$ cat src/rtl/divider_5bit_seq_pkg.sv
// Shared definitions for the sequential restoring divider: state encoding,
// default width and the all-ones quotient constant.
package divider_5bit_seq_pkg;

  localparam int DIV_WIDTH = 5;

  typedef enum logic [1:0] {
    IDLE = 2'd0,
    CALC = 2'd1,
    DONE = 2'd2,
    DIVZ = 2'd3
  } div_state_e;

  // Wide enough for any practical WIDTH; the top slices what it needs.
  localparam logic [31:0] DIV_QALL1 = '1;

endpackage

$ cat src/rtl/divider_5bit_seq_sub.sv
// Ripple-carry subtractor X - Y built from full-adder cells as X + ~Y + 1.
// Carry-out high means no borrow (X >= Y).
module full_adder (
  input  logic a_i,
  input  logic b_i,
  input  logic c_i,
  output logic s_o,
  output logic c_o
);

  assign s_o = a_i ^ b_i ^ c_i;
  assign c_o = (a_i & b_i) | (a_i & c_i) | (b_i & c_i);

endmodule

module subtractor_nbit #(
  parameter int N = 6
) (
  input  logic [N-1:0] x_i,
  input  logic [N-1:0] y_i,
  output logic [N-1:0] diff_o,
  output logic         cout_o
);

  logic [N:0] carry;

  assign carry[0] = 1'b1;

  for (genvar i = 0; i < N; i++) begin : g_bit
    full_adder u_fa (
      .a_i (x_i[i]),
      .b_i (~y_i[i]),
      .c_i (carry[i]),
      .s_o (diff_o[i]),
      .c_o (carry[i+1])
    );
  end

  assign cout_o = carry[N];

endmodule

$ cat src/rtl/divider_5bit_seq.sv
// Sequential unsigned restoring divider, one quotient bit per clock.
// Optional divide-by-zero trap: define DIVIDER_DBZ_TRAP_EN.
module divider_5bit_seq
  import divider_5bit_seq_pkg::*;
#(
  parameter int WIDTH = DIV_WIDTH,
  parameter int CNT_W = 3
) (
  input  logic             clk,
  input  logic             rst_n,
  input  logic             start,
  input  logic [WIDTH-1:0] A,
  input  logic [WIDTH-1:0] B,
  output logic             busy,
  output logic             done,
  output logic [WIDTH-1:0] Q,
  output logic [WIDTH-1:0] R,
  output logic             dbz
);

  localparam logic [WIDTH-1:0] QALL1    = DIV_QALL1[WIDTH-1:0];
  localparam logic [CNT_W-1:0] CNT_LAST = CNT_W'(WIDTH - 1);

  div_state_e       state_q, state_d;
  logic [WIDTH:0]   p_q, p_d;
  logic [WIDTH-1:0] d_q, d_d;
  logic [WIDTH-1:0] bq_q, bq_d;
  logic [CNT_W-1:0] cnt_q, cnt_d;
  logic [WIDTH-1:0] q_q, q_d;
  logic [WIDTH-1:0] r_q, r_d;
  logic             dbz_q, dbz_d;

  logic [WIDTH:0]   ps;
  logic [WIDTH:0]   t;
  logic             no_borrow;
  logic [WIDTH:0]   p_iter;
  logic [WIDTH-1:0] d_iter;
  logic             zero_div;
  logic             p_msb_unused;

  // The top bit of P only exists to hold the WIDTH+1-bit trial difference.
  assign p_msb_unused = p_q[WIDTH];

  assign ps = {p_q[WIDTH-1:0], d_q[WIDTH-1]};

  subtractor_nbit #(.N(WIDTH + 1)) u_sub (
    .x_i    (ps),
    .y_i    ({1'b0, bq_q}),
    .diff_o (t),
    .cout_o (no_borrow)
  );

  assign p_iter = no_borrow ? t : ps;
  assign d_iter = {d_q[WIDTH-2:0], no_borrow};

`ifdef DIVIDER_DBZ_TRAP_EN
  assign zero_div = (B == '0);
`else
  assign zero_div = 1'b0;
`endif

  always_comb begin
    state_d = state_q;
    unique case (state_q)
      IDLE:    if (start) state_d = zero_div ? DIVZ : CALC;
      CALC:    if (cnt_q == '0) state_d = DONE;
      DIVZ:    state_d = DONE;
      DONE:    state_d = IDLE;
      default: state_d = IDLE;
    endcase
  end

  always_comb begin
    p_d   = p_q;
    d_d   = d_q;
    bq_d  = bq_q;
    cnt_d = cnt_q;
    q_d   = q_q;
    r_d   = r_q;
    dbz_d = dbz_q;
    unique case (state_q)
      IDLE: begin
        if (start) begin
          p_d   = '0;
          d_d   = A;
          bq_d  = B;
          cnt_d = CNT_LAST;
          q_d   = '0;
          r_d   = '0;
          dbz_d = 1'b0;
        end
      end
      CALC: begin
        p_d   = p_iter;
        d_d   = d_iter;
        cnt_d = cnt_q - 1'b1;
        // Publish the result on the final iteration so it is valid with done.
        if (cnt_q == '0) begin
          q_d = d_iter;
          r_d = p_iter[WIDTH-1:0];
        end
      end
      DIVZ: begin
        q_d   = QALL1;
        r_d   = d_q;
        dbz_d = 1'b1;
      end
      default: ;
    endcase
  end

  always_ff @(posedge clk or negedge rst_n) begin
    if (!rst_n) begin
      state_q <= IDLE;
    end else begin
      state_q <= state_d;
    end
  end

  always_ff @(posedge clk or negedge rst_n) begin
    if (!rst_n) begin
      p_q   <= '0;
      d_q   <= '0;
      bq_q  <= '0;
      cnt_q <= '0;
      q_q   <= '0;
      r_q   <= '0;
      dbz_q <= 1'b0;
    end else begin
      p_q   <= p_d;
      d_q   <= d_d;
      bq_q  <= bq_d;
      cnt_q <= cnt_d;
      q_q   <= q_d;
      r_q   <= r_d;
      dbz_q <= dbz_d;
    end
  end

  assign busy = (state_q == CALC) || (state_q == DIVZ);
  assign done = (state_q == DONE);
  assign Q    = q_q;
  assign R    = r_q;

`ifdef DIVIDER_DBZ_TRAP_EN
  assign dbz = dbz_q;
`else
  assign dbz = 1'b0;
`endif

endmodule

$ cat config.mk
export PLATFORM = sky130hd
export DESIGN_NAME = divider_5bit_seq
export DESIGN_NICKNAME = d
export VERILOG_FILES = /design/src/rtl/divider_5bit_seq_pkg.sv /design/src/rtl/divider_5bit_seq_sub.sv /design/src/rtl/divider_5bit_seq.sv
export SDC_FILE = /design/constraint.sdc
export NUM_CORES = 1
export LEC_CHECK = 0
export CORE_ASPECT_RATIO = 1.75
export CORE_MARGIN = 1.5
export CORE_UTILIZATION = 60
export DETAILED_ROUTE_END_ITERATION = 10
export DONT_BUFFER_PORTS = 1
export PLACE_DENSITY = 0.76
export SYNTH_ARGS = -nofsm -noshare
export SYNTH_HDL_FRONTEND = slang
export SYNTH_SLANG_ARGS = --single-unit
$ cat constraint.sdc
create_clock -name clk -period 3.4 [get_ports clk]
set_input_delay 0.34 -clock clk [delete_from_list [all_inputs] [get_ports clk]]
set_output_delay 0.34 -clock clk [all_outputs]
set_load 0.005 [all_outputs]
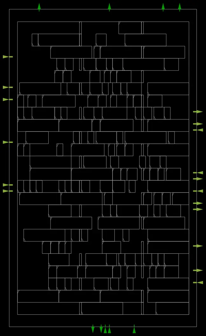
(run_1/placed.png)
non-filler instance count after layout: 187
Well Taps: 26
number of sequential cells: 30

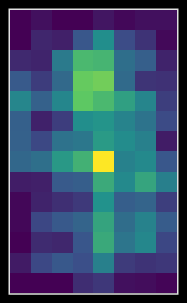
(run_1/route_heat.png)
(4 px per µm) The die is cut into 8 by 14 equal tiles; dark purple is low, yellow is high, scaled to the fullest tile. Values are wire area over tile area, all layers added.
The mean over all tiles is 0.16. 15% of the tiles are over half the peak. The emptiest ninth of the die: south-west. 9.8% of the tiles are nearly empty. The densest ninth of the die: center. The fullest tile reaches 0.54.
total wirelength of the detailed-routed design: 2.88 mm
GRT Resource Usage Total: 23.8%

==> run notes, run 1 <==
For the final-layout setup total negative slack, the log shows 0 ns. The post-detailed-route DRC marker count was 0. Counting instances in the post-synthesis netlist gives the leading cell types as dfrtp_1, nand2_1, o21ai_0.

The critical path is of the reg2reg type. The required time at the worst endpoint is listed as 3.56 ns. The total overflow left after global routing is 0. The share of the synthesized area in the top cell type came out at 47.7%. The flow ran to the end, and the final reports show no timing, DRC or antenna violations. Number of buffers added by the clock tree synthesis step: 5. The tools report the capture endpoint of the worst hold path as bq_q[1]$_DFFE_PN0P_. The final critical delay including setup and external delays was 2.79 ns. The tools report the origin of the worst setup path as d_q[4]$_DFFE_PN0P_. The end of the worst register-to-register path was R[3]$_DFFE_PN0P_. The run gives 70.8 µm for the height of the die. Kind of end point of the critical path: a flip-flop. Commonest non-fill, non-tap cell in the layout: dfrtp_1. Power spread over the standard cell area amounts to 1190 nW/µm². The clock reaches the later pin of the worst-skew pair after 0.28 ns. In the Yosys report, the sequential cells make up 47.7% of the chip area. The static leakage came out at 0.739 nW. In this run the maximum-capacitance check reported violations numbering 0. OpenSTA lists the critical path endpoint as R[3]$_DFFE_PN0P_. Hold analysis shows the worst path with a depth of 2. The first global-routing pass estimated 5.26 mm of wire. The net count after synthesis was 184. After synthesis, the cell types taking the most area are dfrtp_1, nand2_1, fa_1, o21ai_0, buf_6.

After synthesis, the netlist uses 35 different library cells. In this run the deepest clock path goes through 2 buffers. The core region is 2490 µm².

Per the final timing report, the hold violations number 0.
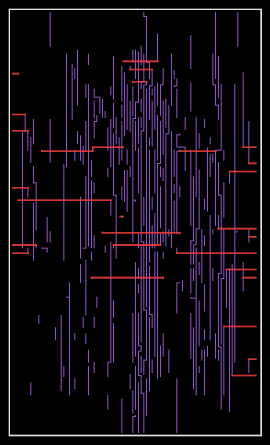
(run_1/layers.png)
(6 px per µm) Only two layers are drawn.
Key: M3 = red [wire length 140 µm]; M2 = purple [wire length 1540 µm]

## run 1: state kept, by name, summed over array words and instances (netlist names)
register	count
state_q	2
p_q	5
d_q	5
Q	5
R	5
cnt_q	3
bq_q	5
## run 1: critical path, cell delays in order (launching register included)
cell and delay, ns:
dfrtp_1 0.40, inv_1 0.10, ha_1 0.16, fa_1 0.18, fa_1 0.16, inv_1 0.05
fa_1 0.37, fa_1 0.50, or2_1 0.37, a211oi_1 0.29, o2bb2ai_1 0.09
## run 1: power breakdown
group | switching (mW) | total, mW | leakage, nW | internal, mW
Clock | 0.121 | 0.284 | 0.0482 | 0.163
Combinational | 0.557 | 0.938 | 0.320 | 0.381
Sequential | 0.185 | 0.721 | 0.370 | 0.536
Total | 0.864 | 1.94 | 0.739 | 1.08
## run 1: layout make-up
class	instances	area (µm²)	area share [%]
Sequential cell	30	751	46.0
Clock inverter	1	5.00	0.307
Timing Repair Buffer	2	30.0	1.84
Clock buffer	7	86.3	5.29
Multi-Input combinational cell	109	682	41.8
Inverter	12	45.0	2.76
Tap cell	26	32.5	1.99
## run 1: per-layer routing
layer / vias up / track usage, %
li1: 552 / -
met1: 525 / 28.1
met2: 33 / 40.8
met3: 6 / 5.61
met4: 0 / 9.68
met5: - / 0
## run 1: metrics by stage
step	setup slack, ns	cells	utilization, %	total power, mW
5_1_grt	0.418	187	65.5	2.14
4_1_cts	0.626	187	65.5	1.96
3_5_place_dp	0.644	177	60.6	1.66
3_3_place_gp	0.703	177	60.6	1.63
6_report	0.610	187	65.5	1.94
2_1_floorplan	0.786	164	-	1.54
## run 1: kinds of logic after synthesis
family / Yosys count
adders and majority gates: 7
DFF: 30
other: 1
and+or+nand+nor: 51
buffers and inverters: 25
AOI/OAI and AO/OA: 50
==> run 2, diff against run 1 <==
==> constraint.sdc (replaced) <==
create_clock -name clk -period 2.69 [get_ports clk]
set_input_delay 0.269 -clock clk [delete_from_list [all_inputs] [get_ports clk]]
set_output_delay 0.269 -clock clk [all_outputs]
set_load 0.005 [all_outputs]
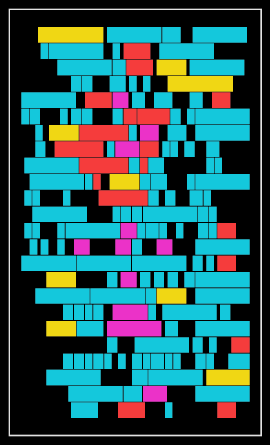
(run_2/sizing.png)
(6 px per µm)
Key: x6 and larger = yellow [cells 9, share 5.4%, most used clkbuf_8]; x2 = red [cells 18, share 11%, most used a21oi_2]; x3 and x4 = magenta [cells 11, share 6.6%, most used buf_4]; x1 and smaller = cyan [cells 129, share 77%, most used dfrtp_1]
final instance area: 1780 µm²
signed area change from the synthesized netlist to the final layout: 13.0%

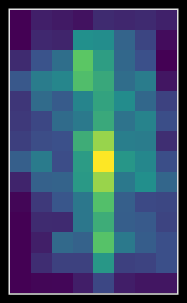
(run_2/route_heat.png)
(4 px per µm) The die is cut into 8 by 14 equal tiles; dark purple is low, yellow is high, scaled to the fullest tile. Values are wire area over tile area, all layers added.
The fullest tile reaches 0.60. 8.9% of the tiles are nearly empty. The emptiest ninth of the die: south-west. 15% of the tiles are over half the peak. The densest ninth of the die: center. The mean over all tiles is 0.18.
drt wl/cell: 17.0 µm
total wirelength of the detailed-routed design: 3.29 mm
GRT Resource Usage Total: 24.2%
Vias: 1167

==> run notes, run 2 <==
The flow ran to the end, and the final reports show no timing, DRC or antenna violations. For this design, the slowest cell found on the critical path is fa_2. With the final hold violation count at 0 (unchanged), the biggest cell delay along the critical path is 0.47 ns (-0.03 ns). With the global-route wire length before repair at 5.38 mm (+2.2%), the register clock-pin slew on the reported worst setup and hold paths is 0.06 ns. The run gives 41.6% (-2.9 points) for the switching power share of the total. Fraction of met1 tracks used by global routing: 26.2% (-1.9 points). The initialized floorplan defines 24 standard-cell rows. The worst IR drop on VDD is 1.09 mV, and the power share of the sequential group is 32.0% (-5.1 points).

Switching power of the nets: 1.22 mW (+41%). The tools report the sequential cell power as 0.936 mW (+30%). Power drawn by the clock network: 0.560 mW (+97%).

For the internal power, the log shows 1.71 mW (+59%). Looking at the group totals, the largest power group turns out to be combinational cells. The total power is 2.93 mW (+51%). The most numerous cell type found on the critical path is fa_2. The cell class contributing the biggest share of worst-path delay was adder cells.

The max-capacitance violation count was 0 (unchanged). The worst setup path is of the reg2reg kind. By count the netlist is led by dfrtp_1, nand2_1, o21ai_0. The kind of end point of the critical path was a flip-flop.

The distinct cell type count after synthesis is 35 (unchanged), and the static leakage is 0.792 nW (+7.2%). The combined buffer and inverter count along the critical path works out to 2 (unchanged). The final-layout setup total negative slack is 0 ns (unchanged), and the height of the die is 70.8 µm (unchanged). The routing layer with the top usage in global route was met2.

The share of the synthesized area in the top cell type came out at 47.7% (unchanged). For the post-CTS setup buffer count, the log shows 0. Per the cell usage report, the commonest logic cell in the layout is dfrtp_1. For reference, the top cells by area after synthesis are dfrtp_1, nand2_1, fa_1, o21ai_0, buf_6. The run gives 0 (unchanged) as the post-detailed-route DRC marker count.

The run gives 6.63% (+1.0 points) as the met3 track demand over resource. The met2 capacity usage during global routing is 44.6% (+3.8 points), and the number of buffers added by the clock tree synthesis step is 5 (unchanged). The logs give 47.7% (unchanged) for the sequential cell area fraction in the yosys report and 184 (unchanged) for the net count after synthesis. The logs give 19.1% (+4.5 points) for the relative contribution of the clock network to total power and 48.9% (+0.6 points) for the logic gate share of total power.

The run gives 0% for the mux share of post-synthesis cell area.
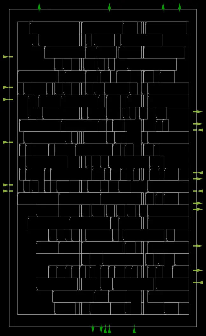
(run_2/placed.png)
total of fill cells in the finished design: 201
utilization after layout: 71.4%
sequential fraction of total cell area: 42.2%
floorplan core area: 2490 µm²
non-filler instance count after layout: 193

==> run 2: netlist changes by cell type in the layout (fill, tap and decap cells not counted), sizes merged <==
cell    delta
buf        +6
bufinv     +2
clkbuf     -1
clkinv     -1
==> run 2: final cells by class <==
class	instances	area, µm²	share of cell area [%]
repair buffers	8	75.1	4.22
multi-input cells	109	734	41.3
well taps	26	32.5	1.83
flip-flops and latches	30	751	42.2
clock buffers	6	82.6	4.64
inverters	12	45.0	2.53
clock inverters	2	60.1	3.37
==> run 2: path summary, 6_finish.rpt <==
path                                       from                   end  slack (ns)  cells after the start
max                          d_q[4]$_DFFE_PN0P_      R[4]$_DFFE_PN0P_        0.07                     10
min                                        B[0]   bq_q[0]$_DFFE_PN0P_        0.09                      2
max reg2reg                  d_q[4]$_DFFE_PN0P_      R[4]$_DFFE_PN0P_        0.07                     10
min reg2reg                cnt_q[1]$_DFFE_PN0P_  cnt_q[1]$_DFFE_PN0P_        0.51                      2
max in group asynchronous                 rst_n      R[4]$_DFFE_PN0P_        2.10                      2
min in group asynchronous                 rst_n      Q[2]$_DFFE_PN0P_        0.42                      2
==> run 2: through the flow <==
step                      setup WS [ns]  instances  hold slack (ns)  instance area [µm²]
after floorplan                  0.0757        164          -0.0266                 1580
after global placement           0.0776        181          -0.0260                 1540
after detailed placement        -0.0398        181          -0.0260                 1540
after CTS                        0.0641        191           0.0913                 1720
after global routing            -0.0263        193           0.0923                 1780
final                            0.0651        193           0.0918                 1780
==> run 2: kinds of logic (layout without fill, tap and decap cells) <==
group / Yosys count / after routing
compound gates: 50 / 50
fa+ha+maj: 7 / 7
simple gates: 51 / 51
flops: 30 / 30
buf+inv: 25 / 28
other cells: 1 / 1
==> run 3, diff against run 2 <==
--- a/config.mk
+++ b/config.mk
@@ -7,10 +7,12 @@
 export LEC_CHECK = 0
 export CORE_ASPECT_RATIO = 1.75
 export CORE_MARGIN = 1.5
-export CORE_UTILIZATION = 60
+export CORE_UTILIZATION = 59
+export CTS_BUF_LIST = sky130_fd_sc_hd__clkbuf_8
 export DETAILED_ROUTE_END_ITERATION = 10
 export DONT_BUFFER_PORTS = 1
-export PLACE_DENSITY = 0.76
+export MAX_ROUTING_LAYER = met4
+export PLACE_DENSITY = 0.78
 export SYNTH_ARGS = -nofsm -noshare
 export SYNTH_HDL_FRONTEND = slang
 export SYNTH_SLANG_ARGS = --single-unit
==> constraint.sdc (replaced) <==
create_clock -name clk -period 2.4 [get_ports clk]
set_input_delay 0.24 -clock clk [delete_from_list [all_inputs] [get_ports clk]]
set_output_delay 0.24 -clock clk [all_outputs]
set_load 0.005 [all_outputs]
==> run notes, run 3 <==
The tools report the final-layout setup total negative slack as -0.397 ns (-0.397 ns). Capture endpoint of the worst hold path: bq_q[1]$_DFFE_PN0P_. The critical path class is reg2reg. Per the finish-stage timing summary, setup violations number 8.

The final hold violation count came out at 0 (unchanged). The cell depth of the worst hold path was 2 (unchanged). The worst setup timing slack at the placement stage is -0.163 ns (-0.123 ns). The register clock-pin slew on the reported worst setup and hold paths was 0.06 ns (about the same); the distinct cell type count after synthesis was 35 (unchanged).

The run finished, with violations left. The commonest cells after synthesis are dfrtp_1, nand2_1, o21ai_0. The final reports fail on negative setup slack.

The logs give 184 (unchanged) for the net count after synthesis and 0.789 nW (-0.40%) for the static leakage. The run gives -0.0986 ns (-0.164 ns) as the worst setup slack after layout. After synthesis, the cell types taking the most area are dfrtp_1, nand2_1, fa_1, o21ai_0, buf_6. The minimum setup slack among reg-to-reg paths came out at -0.1 ns (-0.16 ns). Sequential cell area fraction in the yosys report: 47.7% (unchanged). Looking at the critical path, the single cell with the biggest stage delay is fa_2. In this run the worst setup path begins at d_q[4]$_DFFE_PN0P_.
## run 3: cell count changes in the layout (fill, tap and decap cells not counted), sizes merged
| cell | change |
|---|---|
| buf | +1 |
| bufinv | -1 |
| clkbuf | -1 |
| clkinv | +2 |
## run 3: stage by stage
stage,power [mW],hold slack (ns),util [%],instances
2_1_floorplan,2.24,-0.0556,-,164
3_3_place_gp,2.46,-0.0550,62.9,184
3_5_place_dp,2.53,-0.0551,62.9,184
4_1_cts,3.14,0.0581,69.2,194
5_1_grt,3.55,0.0614,70.5,194
6_report,3.27,0.0629,70.5,194
## run 3: cell families after synthesis
family | count (synthesis)
AOI/OAI and AO/OA | 50
DFF | 30
and+or+nand+nor | 51
adders and majority gates | 7
buffers and inverters | 25
other | 1
## run 3: cell type report
| cell class | count | area, µm² |
|---|---|---|
| multi-input combinational | 109 | 759 |
| sequential | 30 | 751 |
| fill | 196 | 743 |
| timing repair buffer | 9 | 82.6 |
| clock buffer | 5 | 68.8 |
| inverter | 12 | 45.0 |
| clock inverter | 3 | 40.0 |
| tap | 26 | 32.5 |
## run 3: what timing repair did
| item | CTS | global route |
|---|---|---|
| endpoints found under the setup margin | 10 | 12 |
| resized | 9 | 11 |
| hold endpoints to repair | 30 | 0 |
| hold buffers | 2 | 0 |
| pin swaps | 3 | 1 |
## run 3: report_power, final
part	switching (mW)	internal [mW]	total [mW]
Sequential	0.263	0.759	1.02
Combinational	0.990	0.775	1.77
Clock	0.183	0.305	0.487
Total	1.44	1.84	3.27
## run 3: routing by layer
layer	vias up	routed length, µm	track usage (%)
met5	-	0	-
met4	0	123	14.6
met3	12	166	7.05
met2	37	1800	45.0
met1	592	1260	28.3
li1	560	-	-
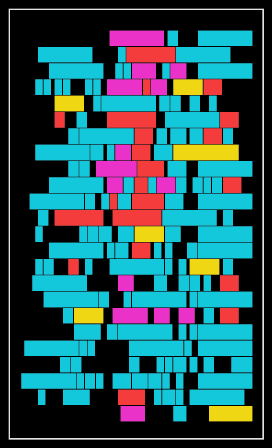
(run_3/sizing.png)
(6 px per µm)
Key: x6 and larger = yellow [cells 7, share 4.2%, most used clkbuf_8]; x1 and smaller = cyan [cells 126, share 75%, most used dfrtp_1]; x2 = red [cells 21, share 13%, most used a21oi_2]; x3 and x4 = magenta [cells 14, share 8.3%, most used buf_4]
signed area change from the synthesized netlist to the final layout: 12.9%
final instance area: 1780 µm²
total of plain and repair buffers excluding clock buffers: 9
post-route worst setup slack: -0.0986 ns

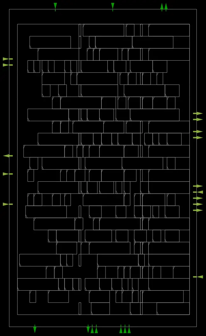
(run_3/placed.png)
total of fill cells in the finished design: 196
sequential fraction of total cell area: 42.2%
utilization after layout: 70.5%
non-filler instance count after layout: 194
floorplan core area: 2520 µm²

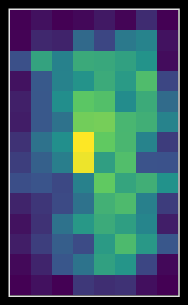
(run_3/route_heat.png)
(4 px per µm) The die is cut into 8 by 14 equal tiles; dark purple is low, yellow is high, scaled to the fullest tile. Values are wire area over tile area, all layers added.
Vias: 1201
GRT Resource Usage Total: 26.8%
total wirelength of the detailed-routed design: 3.35 mm
drt wl/cell: 17.3 µm

No activity file was given, so power comes from the tool's default toggle rates.
